Design sobel_window_sched_flat, sky130hd; sources not shown.
run_1/clocks.png
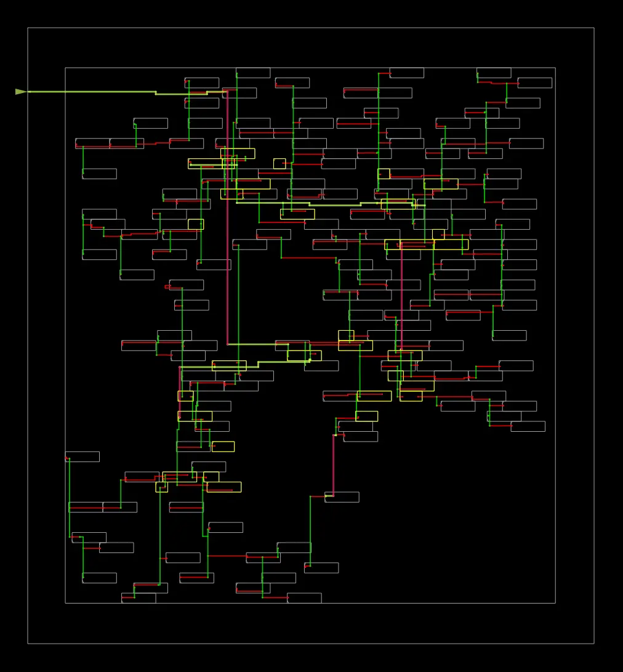
# clk buffers: 17
Power Clock: 1.00 mW
total CTS buffers: 17

run_1/layer_met3.png
(3 px per um)
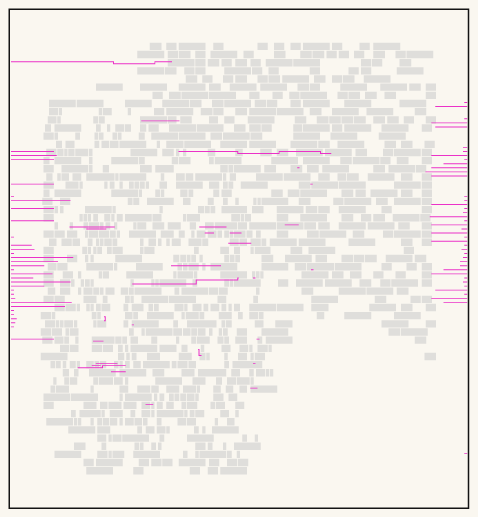
The wires run mostly horizontal. The layer holds 4.3% of the routed length. 90 nets have wire on it. The layer carries 765 um of wire.
routed wire length: 17800 um
Vias: 5670

run_1/cell_density.png
(2 px per um) 15 x 17 tiles, from white (low) to dark blue (high), 0 to 100% covered.
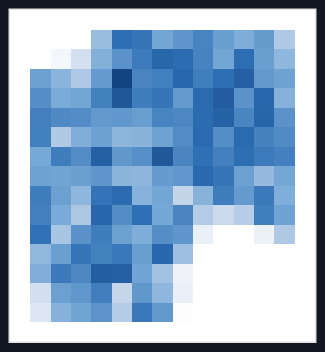
The emptiest ninth of the die: lower right. 9.0% of the tiles are over 75% full. 34% of the tiles are nearly empty. The mean over all tiles is 38%. The fullest tile reaches 92%.
CORE AREA: 19000 um^2
final core occ: 51.7%
fp_density: 40.6%

==> results.json, run 1 <==
{
  "fin_nets": 874,
  "fill_cells": 1741,
  "end_kind": "output port",
  "fin_crit_ps": 5110,
  "clkTransAtPathRegs_ps": 70,
  "place_area_um2": 9210,
  "hold_violations": 0,
  "syn_inst": 713,
  "setup_ws_ps": 1240,
  "instances_no_fill": 1088,
  "reg2reg_depth": 7,
  "yosysChipArea_um2": 7730,
  "area_growth_pct": 27.2,
  "worstSetupStartpointType": "flip-flop",
  "max_cap_violations": 0,
  "ctsResizeCount": 0,
  "root_buffer": "clkbuf_16",
  "syn_nets": 759,
  "port_buffers": 128,
  "grt_pass1_vias": 5591,
  "fmax_ghz": 0.196,
  "fp.dieH_um": 166,
  "antenna_cells": 0,
  "mappedNetlistArea_um2": 7730,
  "tightestPinTransition_ps": 946,
  "cp.required_ps": 4560,
  "critPathKind": "reg -> out",
  "wire_per_inst_um": 16.4,
  "chipArea_um2": 25300,
  "hold_path_depth": 1,
  "yosysCellCount": 713,
  "vias_per_cell": 5.21,
  "edf_count": 0,
  "warnings": 37,
  "slew_viol_final": 0,
  "hp-class": "reg -> reg",
  "yosys_warnings": 0,
  "rows": 53,
  "cts_setup_buffers": 0,
  "drtAntennaViolNets": 0,
  "rrSetupSlack_ps": 3180,
  "final_cell_mix": "dfrtp_1 (149), clkdlybuf4s50_1 (127), mux2_2 (92)",
  "dpl.cell_count": 1055,
  "die_w_um": 153,
  "layout_top_cell": "dfrtp_1",
  "power_mw": 2.33,
  "gp_congestion": 0.840,
  "place_ws_ps": 1580,
  "grt_pass1_wl_um": 29900,
  "cts.path.max_buffers": 2,
  "drive_gt1_share_pct": 18.3,
  "run_status": "complete, no violations",
  "tns_ps": 0,
  "initialDrtViolationCount": 261,
  "largest_reg_flops": 72,
  "power_leakage_nw": 4.45,
  "final_area_um2": 9830,
  "irDropWorstVdd_mv": 0.221,
  "rsz0062_at_grt": "no",
  "arrival_ps": 3320,
  "insertion_delay_ps": 420,
  "relSlewSlack_pct": 36.9,
  "io_pins": 134,
  "grt_usage_pct": 14.0,
  "worstPathMaxFanout": 9,
  "grt_max_degree": 107,
  "syn_avg_cell_area_um2": 10.8,
  "dp_hpwl_um": 12600,
  "cts_tree": "done",
  "synth_cell_types": 73,
  "async_flop_share_pct": 100,
  "holdWs_ps": 272,
  "ys_ff": 150,
  "antenna_found_initial": 0,
  "cts.sinks": 150,
  "ys.flop_type": "dfrtp_1",
  "firstDrtPassIters": 4,
  "synth_seq_share_pct": 48.6
}
## run 1: cell type report
| type | count | area [um^2] | share of cell area [%] |
|---|---|---|---|
| inverters | 16 | 60.1 | 0.611 |
| flip-flops and latches | 150 | 3750 | 38.2 |
| multi-input cells | 508 | 3750 | 38.2 |
| well taps | 247 | 309 | 3.14 |
| clock inverters | 15 | 176 | 1.79 |
| clock buffers | 17 | 425 | 4.33 |
| repair buffers | 135 | 1360 | 13.8 |
## run 1: where the power goes
| part | internal, mW | switching (mW) | leakage, nW |
|---|---|---|---|
| logic | 0.127 | 0.144 | 2.09 |
| registers | 1.01 | 0.0468 | 2.06 |
| clock network | 0.534 | 0.470 | 0.295 |
## run 1: cell usage after synthesis (7+ instances only)
cell type  instances  area (um^2)
ha_1              20          250
xnor2_1           23          201
nor3_1            17         85.1
inv_1             16         60.1
nor2_1            63          236
nand3_1           27          135
a21oi_1           16         80.1
and2_1             7         43.8
nand2_1           61          229
o21ai_0           37          185
clkbuf_1          26         97.6
and3_1            14         87.6
dfrtp_1          149         3730
xor2_1            22          193
mux2_2            92         1040
## run 1: kinds of logic (layout without fill, tap and decap cells)
group	after synthesis	count (layout)	synth area share [%]
simple gates	231	231	14.9
flops	150	150	48.6
buf+inv	55	183	3.04
xor+xnor	45	45	5.10
compound gates	111	111	10.4
mux	100	100	14.5
fa+ha+maj	21	21	3.50
## run 1: critical path: stages, from the launching register on
cell	delay, ps
dfrtp_1	540
inv_1	180
fa_1	490
nor2b_1	130
o21a_1	140
o21ai_1	100
a211oi_1	320
o311ai_1	160
xnor2_1	160
o21ai_1	160
clkdlybuf4s50_1	530
## run 1: per-layer routing
layer	global-route usage (%)	share of wire (%)	wire length, um	vias to the layer above
li1	-	-	-	2760
met1	18.0	47	8430	2775
met2	22.5	47	8440	123
met3	4.14	4.3	764	12
met4	3.65	0.98	174	0
met5	0	0	0	-
--- run 2 (diff from run 1) ---
==> constraint.sdc (replaced) <==
create_clock -name clk -period 4.2 [get_ports clk]
set_clock_uncertainty 0.2 [all_clocks]
set_input_delay 1.05 -clock clk [delete_from_list [all_inputs] [get_ports clk]]
set_output_delay 1.05 -clock clk [all_outputs]
set_load 0.005 [all_outputs]
run_2/layer_met3.png
(3 px per um)
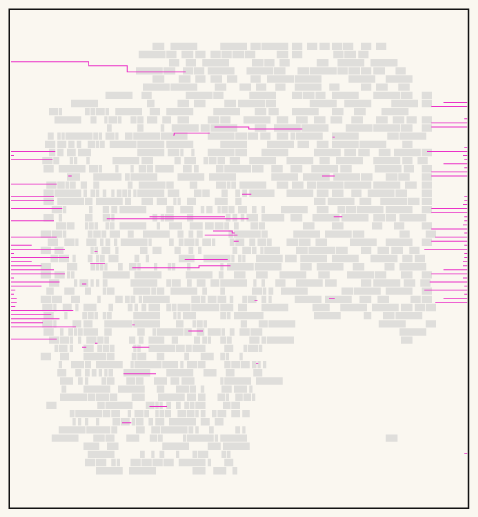
The longest straight run is 46.9 um. The wires run mostly horizontal.
routed wire length: 18200 um
GR Layer Usage met3: 4.51%
Vias: 5735

run_2/clocks.png
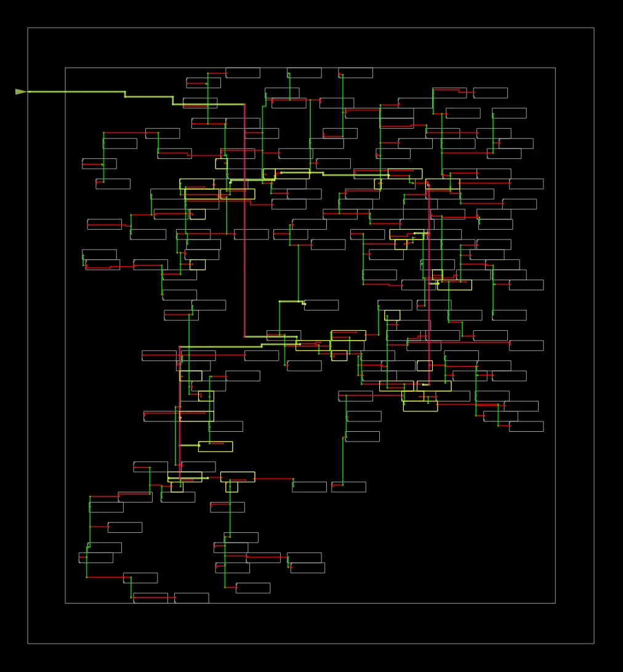
Power Clock: 1.49 mW
flop count: 150
Clock Sinks: 150
clk latency late pin: 420 ps

==> results.json, run 2 <==
{
  "yosys.area.top_type": "dfrtp_1",
  "critPathSlowestCell": "clkdlybuf4s50_1",
  "power_mw": 3.50,
  "power_leakage_nw": 4.58,
  "final_area_um2": 9970,
  "drive_gt1_share_pct": 21.1,
  "syn_inst": 713,
  "top_cell": "dfrtp_1",
  "mappedNetlistArea_um2": 7730,
  "hp-class": "reg -> reg",
  "yosysCellCount": 713,
  "synth_cell_types": 73,
  "reg2reg_depth": 9,
  "arrival_ps": 2760,
  "cpMostUsedCell": "buf_4",
  "clockPowerShare_pct": 42.6,
  "area_growth_pct": 28.9,
  "syn_avg_cell_area_um2": 10.8,
  "final_cell_mix": "dfrtp_1 (148), clkdlybuf4s50_1 (121), mux2_2 (92)",
  "port_buffers": 128,
  "yosys-top-cells-area": "dfrtp_1 (48%), mux2_2 (13%), ha_1 (3.2%), nor2_1 (3.1%), nand2_1 (3.0%)",
  "root_buffer": "clkbuf_16",
  "power.switching_uw": 985,
  "edf_count": 0,
  "fill_cells": 1773,
  "chipArea_um2": 25300,
  "critPathKind": "reg -> out",
  "tightestPinTransition_ps": 904,
  "ff_latch_area_um2": 3760,
  "worstPathMaxFanout": 6,
  "fp_util_pct": 40.6,
  "run_status": "complete, no violations",
  "max_cap_violations": 0,
  "yosys_warnings": 0,
  "synth_seq_share_pct": 48.6,
  "warnings": 35,
  "rrSetupSlack_ps": 1210,
  "grt_pass1_vias": 5807,
  "end_kind": "output port",
  "largest_reg_flops": 72,
  "highest_layer": "met4",
  "drtAntennaViolNets": 0,
  "fin_crit_ps": 4010,
  "top_cells_by_count": "dfrtp_1 (149), mux2_2 (92), nor2_1 (63), nand2_1 (61), o21ai_0 (37)",
  "io_pins": 134,
  "syn_nets": 759,
  "swShare_pct": 28.2,
  "cts_tree": "done",
  "gp_congestion": 0.846,
  "clkTransAtPathRegs_ps": 70,
  "cts_made_buffers": 17,
  "slowest_delay_ps": 540,
  "yosysChipArea_um2": 7730,
  "logic_area_um2": 3790,
  "die_w_um": 153,
  "fp.dieH_um": 166,
  "top_area_share_pct": 48.2,
  "instances_no_fill": 1105,
  "path_cells": "buf_4 > ha_1 > a21o_1 > a21oi_2 > o21ai_0 > nand2_1 > buf_4 > xor2_1 > o21ai_1 > clkdlybuf4s50_1",
  "tns_ps": 0,
  "fin_nets": 891,
  "wl_met2_um": 8750,
  "grt_usage_pct": 14.4,
  "rows": 53
}
run 2: area by class of cell:
class / count / area share (%)
clock inverters: 15 / 1.57
multi-input cells: 508 / 38.1
clock buffers: 17 / 4.27
well taps: 247 / 3.10
inverters: 16 / 0.603
repair buffers: 152 / 14.7
flip-flops and latches: 150 / 37.7
run 2: worst max-delay path: cells and delay by family (launching register included):
| family | cells | cell delay (ps) |
|---|---|---|
| compound gates | 4 | 650 |
| xor+xnor | 1 | 50 |
| fa+ha+maj | 1 | 280 |
| buf+inv | 3 | 840 |
| flops | 1 | 400 |
| simple gates | 1 | 130 |
run 2: power groups by stage:
stage / clock network (mW) / logic [mW] / registers (mW)
global route: 1.59 / 0.475 / 1.60
CTS: 1.53 / 0.432 / 1.59
floorplan: 0 / 0.269 / 1.59
detailed placement: 0 / 0.434 / 1.61
finish: 1.49 / 0.422 / 1.59
global placement: 0 / 0.427 / 1.61
run 2: per-layer routing:
layer,GRT usage (%),vias up
met1,18.1,2800
met2,23.5,116
li1,-,2803
met3,4.51,16
met4,3.65,0
met5,0,-
run 2: through the flow:
| step | utilization, % | setup slack [ps] | hold WS, ps |
|---|---|---|---|
| detailed placement | 49.0 | 220 | 250 |
| global placement | 49.0 | 286 | 245 |
| global route | 52.4 | -1.06 | 303 |
| floorplan | - | 870 | 239 |
| CTS | 52.2 | 7.67 | 287 |
| finish | 52.4 | 191 | 279 |
run 2: kinds of logic (layout without fill, tap and decap cells):
kind of cell,Yosys count,after routing,synth area share (%)
and+or+nand+nor,231,231,14.9
DFF,150,150,48.6
AOI/OAI and AO/OA,111,111,10.4
muxes,100,100,14.5
buffers and inverters,55,200,3.04
xor gates and xnor gates,45,45,5.10
adders and majority gates,21,21,3.50
run 2: timing repair:
action,in CTS,in global routing
endpoints found under the setup margin,6,8
setup buffers,0,1
gates resized,8,16
pin swaps,1,7
No activity file was given, so power comes from the tool's default toggle rates.
